Figure 1. Ports around the boundary.
Scale bar: 50 um. Pins as bars across the die edge, other pins in grey.
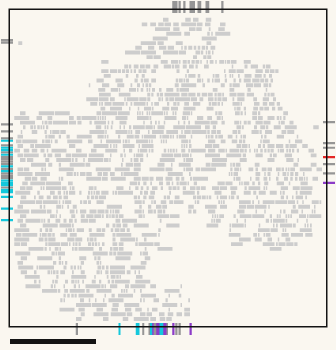
Figure 2. A small window of the routed layout.
Scale bar: 5 um. Window x 82 to 102, y 119 to 139 um. Cells in grey, sequential cells in the stronger grey; small squares are vias.
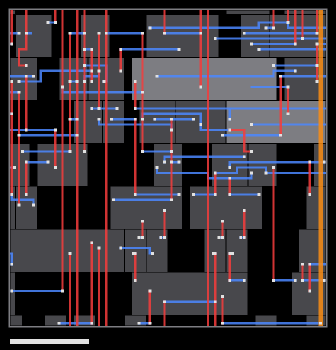
Figure 3. Signal metal coverage by tile.
37 x 37 tiles, from white (low) to dark blue (high), scaled to the fullest tile. Values are wire area over tile area, all layers added.
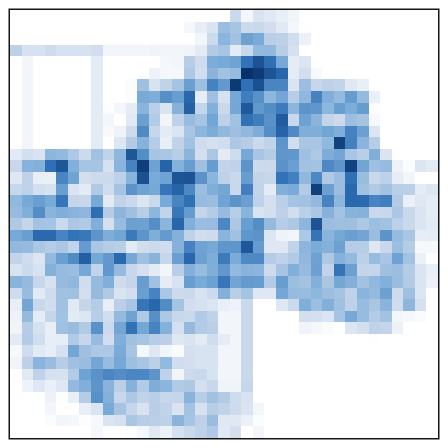
Figure 4. Gate-type map.
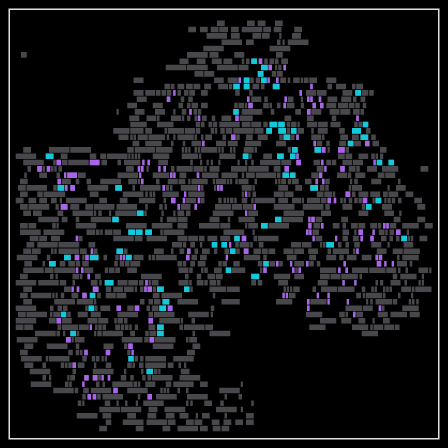
[config.mk]
export PLATFORM = sky130hd
export DESIGN_NAME = bg_fg_classifier_flat
export DESIGN_NICKNAME = d
export VERILOG_FILES = /design/src/rtl/bg_fg_classifier_if.sv /design/src/rtl/bg_fg_classifier.sv /design/src/flat_wrapper.sv
export SDC_FILE = /design/constraint.sdc
export NUM_CORES = 1
export LEC_CHECK = 0
export CAP_MARGIN = 30
export CORE_MARGIN = 2
export CORE_UTILIZATION = 33
export CTS_CLUSTER_DIAMETER = 30
export DETAILED_ROUTE_END_ITERATION = 16
export MAX_ROUTING_LAYER = met4
export SETUP_SLACK_MARGIN = 0.4
export SYNTH_ARGS = -nofsm -noshare
export SYNTH_HDL_FRONTEND = slang
export SYNTH_SLANG_ARGS = --single-unit
[constraint.sdc]
create_clock -name i_clk -period 11.4 [get_ports i_clk]
set_input_delay 3.42 -clock i_clk [delete_from_list [all_inputs] [get_ports i_clk]]
set_output_delay 3.42 -clock i_clk [all_outputs]
set_load 0.01 [all_outputs]
[src/rtl/bg_fg_classifier_if.sv]
// Pixel-in / SRAM-read / result-out bundle for bg_fg_classifier.
// Signal names keep the block's i_/o_ prefixes as seen from the classifier.
//   master : environment side (pixel source, SRAM arbiter, result sink)
//   slave  : classifier side
interface bg_fg_classifier_if;
  localparam int unsigned PIX_W  = 8;
  localparam int unsigned ADDR_W = 20;
  localparam int unsigned DQ_W   = 16;

  // pixel input
  logic              i_valid;
  logic              o_ready;
  logic [PIX_W-1:0]  i_gray;
  logic              i_sof;
  logic              i_stats_valid;
  // SRAM read port (shared through an external arbiter)
  logic              o_sram_rd;
  logic [ADDR_W-1:0] o_sram_addr;
  logic              i_sram_gnt;
  logic [DQ_W-1:0]   i_sram_dq;
  // result output
  logic              o_valid;
  logic              i_ready;
  logic              o_fg;
  logic [PIX_W-1:0]  o_gray;
  logic [PIX_W-1:0]  o_mean;

  modport master (
    output i_valid, i_gray, i_sof, i_stats_valid, i_sram_gnt, i_sram_dq, i_ready,
    input  o_ready, o_sram_rd, o_sram_addr, o_valid, o_fg, o_gray, o_mean
  );

  modport slave (
    input  i_valid, i_gray, i_sof, i_stats_valid, i_sram_gnt, i_sram_dq, i_ready,
    output o_ready, o_sram_rd, o_sram_addr, o_valid, o_fg, o_gray, o_mean
  );
endinterface

[src/rtl/bg_fg_classifier.sv]
// Foreground/background classifier.
// For each accepted grayscale pixel, reads the pixel's two background stat
// words from SRAM, derives mean and variance, and emits an fg decision.
// Ports:
//   i_clk   : 100 MHz SRAM-side clock
//   i_rst_n : asynchronous active-low reset
//   bus     : pixel in (valid/ready, gray, sof, stats_valid),
//             SRAM read (rd/addr held until gnt, dq one cycle after grant),
//             result out (valid/ready, fg, gray, mean)
module bg_fg_classifier #(
  parameter int unsigned H_MAX       = 640,
  parameter int unsigned V_MAX       = 480,
  parameter int unsigned LOG2_FRAMES = 5,
  parameter int unsigned BASE_ADDR   = 0,
  parameter int unsigned K2_Q2       = 36,
  parameter int unsigned MIN_DIFF    = 10
) (
  input  logic               i_clk,
  input  logic               i_rst_n,
  bg_fg_classifier_if.slave  bus
);

  localparam int unsigned HW     = (H_MAX > 1) ? $clog2(H_MAX) : 1;
  localparam int unsigned VW     = (V_MAX > 1) ? $clog2(V_MAX) : 1;
  localparam int unsigned PW     = ((H_MAX * V_MAX) > 1) ? $clog2(H_MAX * V_MAX) : 1;
  localparam int unsigned AW     = 20;
  localparam int unsigned DW     = 16;
  localparam int unsigned GW     = 8;
  localparam int unsigned SUM_W  = 13;
  localparam int unsigned SQ_W   = 21;
  localparam int unsigned CMP_W  = 24;

  typedef enum logic [2:0] {
    S_IDLE, S_RD0, S_W0, S_RD1, S_W1, S_CALC, S_OUT
  } state_e;

  state_e            state_q, state_d;
  logic [HW-1:0]     h_q, h_d;
  logic [VW-1:0]     v_q, v_d;
  logic [PW-1:0]     p_q, p_d;
  logic [GW-1:0]     gray_q, gray_d;
  logic [DW-1:0]     w0_q, w0_d;
  logic [DW-1:0]     w1_q, w1_d;

  logic              ready_q, ready_d;
  logic              rd_q, rd_d;
  logic [AW-1:0]     addr_q, addr_d;
  logic              valid_q, valid_d;
  logic              fg_q, fg_d;
  logic [GW-1:0]     ogray_q, ogray_d;
  logic [GW-1:0]     mean_q, mean_d;

  logic              accept_c;
  logic [HW-1:0]     h_cur_c;
  logic [VW-1:0]     v_cur_c;
  logic [PW-1:0]     p_cur_c;

  logic [SUM_W-1:0]  sum_c;
  logic [SQ_W-1:0]   sumsq_c;
  logic [GW-1:0]     mean_c;
  logic [DW-1:0]     ex2_c;
  logic [DW-1:0]     msq_c;
  logic [DW-1:0]     var_c;
  logic [GW-1:0]     d_c;
  logic [DW-1:0]     d2_c;
  logic [CMP_W-1:0]  lhs_c;
  logic [CMP_W-1:0]  rhs_c;
  logic              fg_c;

  // Raster position of the pixel being offered; sof restarts the frame.
  always_comb begin : idx_calc
    accept_c = bus.i_valid && ready_q;
    h_cur_c  = bus.i_sof ? '0 : h_q;
    v_cur_c  = bus.i_sof ? '0 : v_q;
    p_cur_c  = PW'(v_cur_c) * PW'(H_MAX) + PW'(h_cur_c);
  end

  // Mean/variance from the stat pair; both words drop the sum LSBs, hence the appended zero.
  always_comb begin : stats_calc
    sum_c   = {w1_q[11:0], 1'b0};
    sumsq_c = {w0_q, w1_q[15:12], 1'b0};
    mean_c  = GW'(sum_c >> LOG2_FRAMES);
    ex2_c   = DW'(sumsq_c >> LOG2_FRAMES);
    msq_c   = DW'(mean_c) * DW'(mean_c);
    var_c   = (ex2_c >= msq_c) ? (ex2_c - msq_c) : '0;
    d_c     = (gray_q >= mean_c) ? (gray_q - mean_c) : (mean_c - gray_q);
    d2_c    = DW'(d_c) * DW'(d_c);
    // 4*d^2 > (k^2 in Q2)*var, i.e. d > k*sigma without a square root
    lhs_c   = CMP_W'(d2_c) << 2;
    rhs_c   = CMP_W'(K2_Q2) * CMP_W'(var_c);
    fg_c    = (d_c >= GW'(MIN_DIFF)) && (lhs_c > rhs_c);
  end

  // Next-state and next-output logic; outputs are registered from state_d.
  always_comb begin : fsm_comb
    state_d = state_q;
    h_d     = h_q;
    v_d     = v_q;
    p_d     = p_q;
    gray_d  = gray_q;
    w0_d    = w0_q;
    w1_d    = w1_q;
    fg_d    = fg_q;
    ogray_d = ogray_q;
    mean_d  = mean_q;

    unique case (state_q)
      S_IDLE: begin
        if (accept_c) begin
          p_d     = p_cur_c;
          gray_d  = bus.i_gray;
          ogray_d = bus.i_gray;
          if (h_cur_c == HW'(H_MAX - 1)) begin
            h_d = '0;
            v_d = (v_cur_c == VW'(V_MAX - 1)) ? '0 : v_cur_c + VW'(1);
          end else begin
            h_d = h_cur_c + HW'(1);
            v_d = v_cur_c;
          end
          if (bus.i_stats_valid) begin
            state_d = S_RD0;
          end else begin
            // no trained background yet: report background with zero mean
            fg_d    = 1'b0;
            mean_d  = '0;
            state_d = S_OUT;
          end
        end
      end
      S_RD0:  if (bus.i_sram_gnt) state_d = S_W0;
      S_W0: begin
        w0_d    = bus.i_sram_dq;
        state_d = S_RD1;
      end
      S_RD1:  if (bus.i_sram_gnt) state_d = S_W1;
      S_W1: begin
        w1_d    = bus.i_sram_dq;
        state_d = S_CALC;
      end
      S_CALC: begin
        fg_d    = fg_c;
        mean_d  = mean_c;
        state_d = S_OUT;
      end
      S_OUT:  if (bus.i_ready) state_d = S_IDLE;
      default: state_d = S_IDLE;
    endcase

    ready_d = (state_d == S_IDLE);
    rd_d    = (state_d == S_RD0) || (state_d == S_RD1);
    valid_d = (state_d == S_OUT);
    if (state_d == S_RD0) begin
      addr_d = AW'(BASE_ADDR) + AW'({p_d, 1'b0});
    end else if (state_d == S_RD1) begin
      addr_d = AW'(BASE_ADDR) + AW'({p_d, 1'b1});
    end else begin
      addr_d = addr_q;
    end
  end

  // State, datapath and output registers.
  always_ff @(posedge i_clk or negedge i_rst_n) begin : fsm_seq
    if (!i_rst_n) begin
      state_q <= S_IDLE;
      h_q     <= '0;
      v_q     <= '0;
      p_q     <= '0;
      gray_q  <= '0;
      w0_q    <= '0;
      w1_q    <= '0;
      ready_q <= 1'b1;
      rd_q    <= 1'b0;
      addr_q  <= '0;
      valid_q <= 1'b0;
      fg_q    <= 1'b0;
      ogray_q <= '0;
      mean_q  <= '0;
    end else begin
      state_q <= state_d;
      h_q     <= h_d;
      v_q     <= v_d;
      p_q     <= p_d;
      gray_q  <= gray_d;
      w0_q    <= w0_d;
      w1_q    <= w1_d;
      ready_q <= ready_d;
      rd_q    <= rd_d;
      addr_q  <= addr_d;
      valid_q <= valid_d;
      fg_q    <= fg_d;
      ogray_q <= ogray_d;
      mean_q  <= mean_d;
    end
  end

  assign bus.o_ready     = ready_q;
  assign bus.o_sram_rd   = rd_q;
  assign bus.o_sram_addr = addr_q;
  assign bus.o_valid     = valid_q;
  assign bus.o_fg        = fg_q;
  assign bus.o_gray      = ogray_q;
  assign bus.o_mean      = mean_q;

endmodule

[src/flat_wrapper.sv]
// flat-port wrapper written by rule: the top's interface ports become plain ports
module bg_fg_classifier_flat 
#(
  parameter int unsigned H_MAX       = 640,
  parameter int unsigned V_MAX       = 480,
  parameter int unsigned LOG2_FRAMES = 5,
  parameter int unsigned BASE_ADDR   = 0,
  parameter int unsigned K2_Q2       = 36,
  parameter int unsigned MIN_DIFF    = 10
)
  (i_clk, i_rst_n, bus_i_valid, bus_i_gray, bus_i_sof, bus_i_stats_valid, bus_i_sram_gnt, bus_i_sram_dq, bus_i_ready, bus_o_ready, bus_o_sram_rd, bus_o_sram_addr, bus_o_valid, bus_o_fg, bus_o_gray, bus_o_mean);
  bg_fg_classifier_if bus_i ();
  input  logic i_clk;
  input  logic i_rst_n;
  input wire logic [$bits(bus_i.i_valid)-1:0] bus_i_valid;
  input wire logic [$bits(bus_i.i_gray)-1:0] bus_i_gray;
  input wire logic [$bits(bus_i.i_sof)-1:0] bus_i_sof;
  input wire logic [$bits(bus_i.i_stats_valid)-1:0] bus_i_stats_valid;
  input wire logic [$bits(bus_i.i_sram_gnt)-1:0] bus_i_sram_gnt;
  input wire logic [$bits(bus_i.i_sram_dq)-1:0] bus_i_sram_dq;
  input wire logic [$bits(bus_i.i_ready)-1:0] bus_i_ready;
  output wire logic [$bits(bus_i.o_ready)-1:0] bus_o_ready;
  output wire logic [$bits(bus_i.o_sram_rd)-1:0] bus_o_sram_rd;
  output wire logic [$bits(bus_i.o_sram_addr)-1:0] bus_o_sram_addr;
  output wire logic [$bits(bus_i.o_valid)-1:0] bus_o_valid;
  output wire logic [$bits(bus_i.o_fg)-1:0] bus_o_fg;
  output wire logic [$bits(bus_i.o_gray)-1:0] bus_o_gray;
  output wire logic [$bits(bus_i.o_mean)-1:0] bus_o_mean;
  assign bus_i.i_valid = bus_i_valid;
  assign bus_i.i_gray = bus_i_gray;
  assign bus_i.i_sof = bus_i_sof;
  assign bus_i.i_stats_valid = bus_i_stats_valid;
  assign bus_i.i_sram_gnt = bus_i_sram_gnt;
  assign bus_i.i_sram_dq = bus_i_sram_dq;
  assign bus_i.i_ready = bus_i_ready;
  assign bus_o_ready = bus_i.o_ready;
  assign bus_o_sram_rd = bus_i.o_sram_rd;
  assign bus_o_sram_addr = bus_i.o_sram_addr;
  assign bus_o_valid = bus_i.o_valid;
  assign bus_o_fg = bus_i.o_fg;
  assign bus_o_gray = bus_i.o_gray;
  assign bus_o_mean = bus_i.o_mean;
  bg_fg_classifier #(.H_MAX(H_MAX), .V_MAX(V_MAX), .LOG2_FRAMES(LOG2_FRAMES), .BASE_ADDR(BASE_ADDR), .K2_Q2(K2_Q2), .MIN_DIFF(MIN_DIFF)) u_core (.i_clk(i_clk), .i_rst_n(i_rst_n), .bus(bus_i));
endmodule
==> impl_metrics.csv <==
group,metric,value,unit
setup_path,max_stage_delay,0.60,ns
synth,synth_area_per_cell,8.94,um^2
final_layout,n_antenna_cell,0,
die,dieHeight,184,um
setup_path,reg2reg_depth,36,
final_timing,worst_pin_slew,1.03,ns
global_routing,use_met3,2.52,%
placement,gp_congestion,0.872,
synth,synth_warnings,0,
placement,port_buffers,70,
global_routing,gr-max-usage-layer,"met2",
die,die_w,184,um
routing,via_per_inst,5.11,
setup_path,crit_end,"u_core.bus.o_fg",
job,warning_count,37,
synth,yosysMostFrequentCell,"ha_1",
synth,synth_seq_share,24.6,%
setup_path,cp_max_fo,16,
setup_path,cp_slowest_cell,"or4_1",
synth,syn-cell-area,10700,um^2
hold_path,min-delay-start,"u_core.p_q[11]",
clocking,clockBufferDepth,2,
global_routing,grt_overflow,0,
synth,ys_cells,1194,
final_timing,setup_viol,0,
die,core_area,31700,um^2
clocking,cts-buffers-inserted,9,
hold_path,hp-class,"register to register",
synth,synthTopCellsByCount,"145 x ha_1, 122 x inv_1, 105 x nor2_1",
hold_path,hold_end,"u_core.p_q[11]",
status,status,"finished clean",
final_layout,areaGrowthSynthToFinish,13.7,%
routing,top_layer_used,"met4",
global_routing,grt_pass1_wl,43.4,mm
synth,area_leaders,"dfrtp_1 24%, ha_1 17%, fa_1 10%",
synth,edf_count,0,
setup_path,reg2reg_from,"u_core.w1_q[5]",
die,fp_util,33.6,%
setup_path,arrival,10.36,ns
final_layout,drive_above_1_share,7.00,%
synth,async_reset_ff_share,100,%
setup_path,crit_required,11.67,ns
placement,place_hpwl,20.8,mm
final_layout,nNetsFinal,1483,
setup_path,start_kind,"register",
die,chipArea,33800,um^2
routing,wl_met1,12.2,mm
global_routing,use_met1,21.1,%
synth,ys_area,10700,um^2
job,maxCapViolations,0,
global_routing,grt_max_degree,56,
synth,netlist-cell-type-count,72,
clocking,post_cts_resized,0,
clocking,cts_sinks,105,
final_timing,fin_setup_tns,0,ns
routing,ant_nets,0,
synth,synth_nets,1425,
## Picture notes: Figure 1
legend:
  purple:
    port: `bus_o_gray`
    pins: 8
    direction: output
    edge: 7 bottom, 1 right
  red:
    port: `bus_o_fg`
    pins: 1
    direction: output
    edge: right
  cyan:
    port: `bus_o_sram_addr`
    pins: 20
    direction: output
    edge: 14 left, 6 bottom

## Picture notes: Figure 2
legend:
  red:
    layer: met2
  blue:
    layer: met1
  orange:
    layer: met4
netlist names of flops here include: `u_core.ex2_c` (2)
cells with their middle in the window: 30
most frequent: inv_1 (6)
sequential cells in the window: 2

## Picture notes: Figure 3
nearly empty tiles: 30%
tiles over half the peak: 16%
fullest tile: 0.48
mean over tiles: 0.12
wire per inst: 15.6 um
DR vias: 8482
GRT Total Usage: 16.6%

## Picture notes: Figure 4
legend:
  cyan:
    family: AND-OR and OR-AND gates
    cells: 69
  purple:
    family: NOR gates
    cells: 165
Comb/total area: 61.5%
most frequent logic cell in the layout: ha_1
Layout Cells excl Fill: 1659

-- stage by stage --
| step | instances | utilization, % | hold slack [ns] | worst slack [ns] |
|---|---|---|---|---|
| floorplan | 1194 | - | 0.429 | 1.95 |
| global placement | 1643 | 37.3 | 0.447 | 1.43 |
| detailed placement | 1643 | 37.3 | 0.450 | 1.18 |
| CTS | 1659 | 38.2 | 0.471 | 1.13 |
| global route | 1659 | 38.2 | 0.503 | 0.467 |
| finish | 1659 | 38.2 | 0.465 | 1.31 |
-- sequential cells by signal, summed over array words and instances, names as in the netlist, 3 cells and up --
register / count
u_core.bus.o_mean: 8
u_core.bus.o_sram_addr: 20
u_core.ex2_c: 16
u_core.gray_q: 8
u_core.h_q: 10
u_core.p_q: 19
u_core.state_q: 3
u_core.v_q: 9
u_core.w1_q: 8
-- cells in the final DEF (no fill, tap or decap), types with 4 or more instances in the layout --
| cell type | netlist | final |
|---|---|---|
| and3_1 | 14 | 14 |
| nor2b_1 | 24 | 23 |
| a21boi_0 | 5 | 5 |
| a21oi_1 | 52 | 52 |
| o21a_1 | 13 | 13 |
| nor3_1 | 24 | 24 |
| inv_1 | 122 | 122 |
| mux2_2 | 31 | 31 |
| fa_1 | 55 | 55 |
| nand2b_1 | 17 | 17 |
| o21ai_1 | 4 | 4 |
| buf_4 | 0 | 9 |
| dfrtp_1 | 104 | 104 |
| mux2i_1 | 8 | 8 |
| o31ai_1 | 7 | 7 |
| a31o_2 | 4 | 4 |
| xor2_1 | 34 | 34 |
| clkbuf_16 | 0 | 9 |
| nand3_1 | 21 | 21 |
| a31oi_1 | 6 | 6 |
| and2_1 | 7 | 6 |
| xnor2_1 | 42 | 42 |
| a22o_1 | 15 | 15 |
| or2_2 | 13 | 13 |
| nand3b_1 | 7 | 7 |
| clkdlybuf4s50_1 | 0 | 69 |
| nand4_1 | 6 | 6 |
| mux2_1 | 4 | 4 |
| nand2_1 | 100 | 100 |
| o21ai_0 | 79 | 79 |
| a21o_1 | 20 | 20 |
| nor2_1 | 105 | 103 |
| a211oi_1 | 5 | 5 |
| nor4_1 | 8 | 8 |
| or3_1 | 5 | 5 |
| ha_1 | 145 | 145 |
-- area by class of cell --
cell class	count	area, um^2
fillers	3266	19600
well taps	402	503
repair buffers	78	758
flip-flops and latches	105	2630
clock inverters	7	80.1
multi-input cells	931	7460
inverters	127	480
clock buffers	9	225
-- kinds of logic (layout without fill, tap and decap cells) --
logic type               Yosys count  after routing  share of synthesized area (%)
AND/OR/NAND/NOR                  366            366                           16.5
AND-OR/OR-AND                    243            243                           14.7
adder cells (fa/ha/maj)          201            201                           27.4
buffers and inverters            158            221                           5.69
flip-flops                       105            105                           24.6
XOR/XNOR                          77             77                           6.39
multiplexers                      44             44                           4.65
